`src/rtl/serial_subtractor.sv`:
```
// serial_subtractor: digit-serial unsigned subtractor.
//   diff = min - sub - borrow_in (mod 2^parallelism), computed DIGIT bits per
//   cycle over parallelism/DIGIT cycles with a single borrow flop between
//   digits. One operation in flight; valid/ready handshake on both sides.
// Optional feature: define SUB_OVERFLOW_EN to add the signed-overflow port ovf.
module serial_subtractor #(
   parameter int parallelism = 32,
   parameter int DIGIT       = 8
) (
   input  logic                   clk,
   input  logic                   rst_n,
   input  logic                   in_valid,
   output logic                   in_ready,
   input  logic [parallelism-1:0] min,
   input  logic [parallelism-1:0] sub,
   input  logic                   borrow_in,
   output logic                   out_valid,
   input  logic                   out_ready,
   output logic [parallelism-1:0] diff,
   output logic                   borrow_out
`ifdef SUB_OVERFLOW_EN
   ,
   output logic                   ovf
`endif
);

   localparam int N  = parallelism / DIGIT;
   localparam int CW = (N > 1) ? $clog2(N) : 1;

   // A digit width that does not tile the operand is a configuration error.
   generate
      if ((parallelism % DIGIT) != 0) begin : g_bad_digit
         $error("serial_subtractor: DIGIT must divide parallelism");
      end
   endgenerate

   typedef enum logic [1:0] {
      S_IDLE = 2'd0,
      S_RUN  = 2'd1,
      S_DONE = 2'd2
   } state_t;

   state_t                 state_q, state_d;
   logic [CW-1:0]          count_q, count_d;
   logic [parallelism-1:0] min_q, min_d;
   logic [parallelism-1:0] sub_q, sub_d;
   logic                   borrow_q, borrow_d;
   logic [parallelism-1:0] diff_q, diff_d;
   logic                   borrow_out_q, borrow_out_d;
   logic                   ovf_q, ovf_d;

   logic [DIGIT-1:0]       dig_min_s;
   logic [DIGIT-1:0]       dig_sub_s;
   logic [DIGIT-1:0]       dig_diff_s;
   logic                   dig_borrow_s;
   logic                   last_digit_s;

   // One digit of the subtraction: {borrow, d} = min_k - sub_k - borrow.
   always_comb begin
      dig_min_s    = min_q[int'(count_q)*DIGIT +: DIGIT];
      dig_sub_s    = sub_q[int'(count_q)*DIGIT +: DIGIT];
      {dig_borrow_s, dig_diff_s} = {1'b0, dig_min_s} - {1'b0, dig_sub_s}
                                   - {{DIGIT{1'b0}}, borrow_q};
      last_digit_s = (count_q == CW'(N - 1));
   end

   // Next-state and datapath update for the IDLE/RUN/DONE sequence.
   always_comb begin
      state_d      = state_q;
      count_d      = count_q;
      min_d        = min_q;
      sub_d        = sub_q;
      borrow_d     = borrow_q;
      diff_d       = diff_q;
      borrow_out_d = borrow_out_q;
      ovf_d        = ovf_q;
      case (state_q)
         S_IDLE: begin
            if (in_valid) begin
               min_d    = min;
               sub_d    = sub;
               borrow_d = borrow_in;
               count_d  = {CW{1'b0}};
               state_d  = S_RUN;
            end else begin
               state_d  = S_IDLE;
            end
         end
         S_RUN: begin
            diff_d[int'(count_q)*DIGIT +: DIGIT] = dig_diff_s;
            borrow_d = dig_borrow_s;
            if (last_digit_s) begin
               count_d      = {CW{1'b0}};
               borrow_out_d = dig_borrow_s;
               // Signed overflow: operand signs differ and the result sign
               // does not match the minuend sign.
               ovf_d        = (min_q[parallelism-1] != sub_q[parallelism-1]) &&
                              (dig_diff_s[DIGIT-1] != min_q[parallelism-1]);
               state_d      = S_DONE;
            end else begin
               count_d      = count_q + CW'(1);
               state_d      = S_RUN;
            end
         end
         S_DONE: begin
            if (out_ready) begin
               state_d = S_IDLE;
            end else begin
               state_d = S_DONE;
            end
         end
         default: begin
            state_d = S_IDLE;
         end
      endcase
   end

   // State and datapath registers; reset aborts any operation in progress.
   always_ff @(posedge clk or negedge rst_n) begin
      if (!rst_n) begin
         state_q      <= S_IDLE;
         count_q      <= {CW{1'b0}};
         min_q        <= {parallelism{1'b0}};
         sub_q        <= {parallelism{1'b0}};
         borrow_q     <= 1'b0;
         diff_q       <= {parallelism{1'b0}};
         borrow_out_q <= 1'b0;
         ovf_q        <= 1'b0;
      end else begin
         state_q      <= state_d;
         count_q      <= count_d;
         min_q        <= min_d;
         sub_q        <= sub_d;
         borrow_q     <= borrow_d;
         diff_q       <= diff_d;
         borrow_out_q <= borrow_out_d;
         ovf_q        <= ovf_d;
      end
   end

   assign in_ready   = (state_q == S_IDLE);
   assign out_valid  = (state_q == S_DONE);
   assign diff       = diff_q;
   assign borrow_out = borrow_out_q;
`ifdef SUB_OVERFLOW_EN
   assign ovf        = ovf_q;
`else
   // Overflow is not reported in this build; the flop is left unobserved.
   logic unused_ovf_s;
   assign unused_ovf_s = ovf_q;
`endif

endmodule
```
`config.mk`:
```
export PLATFORM = sky130hd
export DESIGN_NAME = serial_subtractor
export DESIGN_NICKNAME = d
export VERILOG_FILES = /design/src/rtl/serial_subtractor.sv
export SDC_FILE = /design/constraint.sdc
export NUM_CORES = 1
export LEC_CHECK = 0
export ABC_AREA = 1
export CORE_ASPECT_RATIO = 0.75
export CORE_MARGIN = 2
export CORE_UTILIZATION = 46
export CTS_CLUSTER_DIAMETER = 50
export DETAILED_ROUTE_END_ITERATION = 8
export PLACE_DENSITY_LB_ADDON = 0.05
export SYNTH_ARGS = -nofsm -noshare
export SYNTH_HDL_FRONTEND = slang
export SYNTH_SLANG_ARGS = --single-unit
```
`constraint.sdc`:
```
create_clock -name clk -period 3 [get_ports clk]
set_clock_uncertainty 0.1 [all_clocks]
set_input_delay 0.6 -clock clk [delete_from_list [all_inputs] [get_ports clk]]
set_output_delay 0.6 -clock clk [all_outputs]
set_load 0.01 [all_outputs]
```
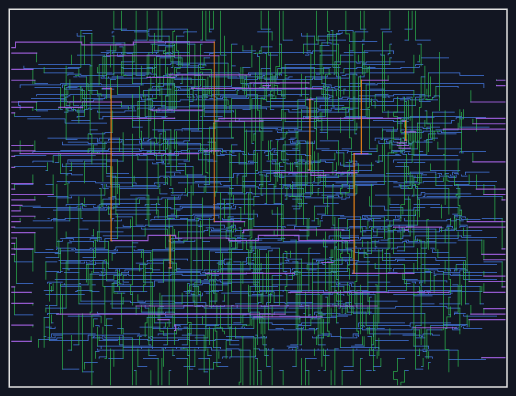
Figure 1: signal wires by layer.
Drawn at 4 px/µm.
legend:
  metal 2:
    color: green
    wire_length: 5,130 µm
  metal 1:
    color: blue
    wire_length: 6,570 µm
  metal 4:
    color: orange
    wire_length: 162 µm
  metal 3:
    color: purple
    wire_length: 959 µm

==> results.ini <==
[clock_network]
cts_setup_buffers=0
hold_buffers=0
clk_pin_slew_ns=0.07
cts_buffer_depth=2
numCtsBuffers=9
cts_sinks=102
cts_root_buf=clkbuf_16
ctsResizeCount=0
cts_tree=built

[floorplanning]
design.core.area_mm2=0.0104
std_cell_rows=32
tap_cells=136
die_x_um=124
die_h_um=94.1
num_io_pins=104
fp_util=0.478
chipArea_mm2=0.0117

[final_timing]
timing.setup.tns_ns=0
slew_headroom=0.532
fin_crit_ns=2.75
hold_viol_final=0
hold_ws_ns=0.191
period_used_share=0.918
tightest_slew_ns=0.701
rsz0062_at_grt=no
finalWorstSetupSlack_ns=0.247

[yosys]
ys_sh_xor=0.0103
yosys_cells=609
ys_warn_count=0
edf_count=0
synth-main-ff-cell=dfrtp_1
ys_sh_adder=0.0533
yosysTopAreaCell=dfrtp_1
top_logic_kind=simple AND/OR/NAND/NOR gates
syn_area_per_cell_um2=8.17
async_reset_ff_frac=1.00
syn-num-nets=698
area_leaders=dfrtp_1 (51%), nand2_1 (22%), ha_1 (4.5%)
synth_seq_share=0.513
synth_area_mm2=0.00497
synth_cell_type_count=35
synth.area.mux_share=0.00226
synthCells=609
yosysChipArea_mm2=0.00497
synth_top_cell_by_count=nand2_1

[finish]
num-nonclk-buffers=115
largestClassByArea=sequential cells
mi_logic_area_mm2=0.00220
nets=800
seq_share=0.389
buf_share=0.176
design_area_mm2=0.00656
inv_count=41
regArea_mm2=0.00255
layout-drive-gt1-share=0.0783
comb_cells=442
area_growth_pct=31.8
lay_top_cells=nand2_1 (285), clkdlybuf4s50_1 (102), dfrtp_1 (101), inv_1 (36), o21ai_0 (31)
antennaDiodeCount=0
clkbuf_count=10
fillers=912

[flow_run]
warnings=31

[hold_path]
hold_class=primary input to asynchronous set/reset pin

[power_and_ir_drop]
combinationalPower_uw=5720
p_seq_uw=2400
pwr_density_cell_mw_per_mm2=1430
total_power_uw=9350
top_power_group=combinational logic
internal-power_uw=5010
pg_clk_uw=1230
sequentialPowerShare=0.257
p_leak_uw=0.00323
switchingPower_uw=4340
p_comb_frac=0.612
switching_share=0.464

[setup_path]
cp_max_fo=17
reg2regPathDepth=13
arrival_ns=2.92
crit_type=flip-flop to flip-flop
critPathMaxStageDelay_ns=0.47
worstPathCellList=inv_6 > buf_4 > nor2_1 > o22ai_1 > ha_1 > inv_1 > ha_1 > a21oi_1 > nand3_1 > xor2_1 > nor2_2 > nand2_1 > o21ai_0
cpMaxStageDelayCell=dfrtp_2
path_buffers=3

[global_routing]
track_usage=0.238
grt_pass1_wl_um=21000
gr-total-overflow=0
grt_max_degree=62
antenna_found_initial=0

[route]
detail-route-antenna-nets=0
vias=4287
wl_per_cell_um=15.1
vias_per_cell=5.04
drtPass1Iterations=4
drtIter0Drc=313
drc=0

[placement]
gp_congestion=0.889
placed_cell_area_mm2=0.00617
port_buffers=103
place_ws_ns=0.0978
hpwl_um=9300
placedCellCount=835

[status]
status=finished, final reports clean

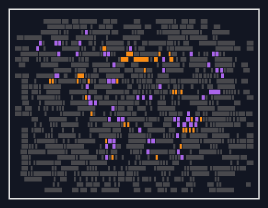
Figure 2: logic cells by family.
Drawn at 2 px/µm.
legend:
  inverting AOI/OAI gates:
    color: purple
    cells: 59
  NOR gates:
    color: orange
    cells: 32
most instantiated logic cell after routing: nand2_1
Comb/total area: 0.336
non-filler cells, final: 851

## worst paths after layout
kind                            start         end  slack (ns)
max in group asynchronous       rst_n  count_q[0]        1.90
setup / recovery           count_q[0]    diff[14]        0.25
setup reg to reg           count_q[0]    diff[14]        0.25
hold / removal                  rst_n    min_q[3]        0.19
min in group clk            sub_q[23]   sub_q[23]        0.38
hold reg to reg             sub_q[23]   sub_q[23]        0.38
## state kept, by name, indices dropped and copies added, names as in the netlist
signal      count
state_q         2
diff           32
count_q         2
borrow_q        1
borrow_out      1
sub_q          32
min_q          32
## layer usage
metal	vias up	global-route usage	part of all wire	wire length, µm
li1	2130	-	-	-
met1	2008	0.382	0.51	6570
met2	133	0.323	0.40	5130
met3	16	0.0449	0.075	958
met4	0	0.0646	0.013	161
met5	-	0	0	0
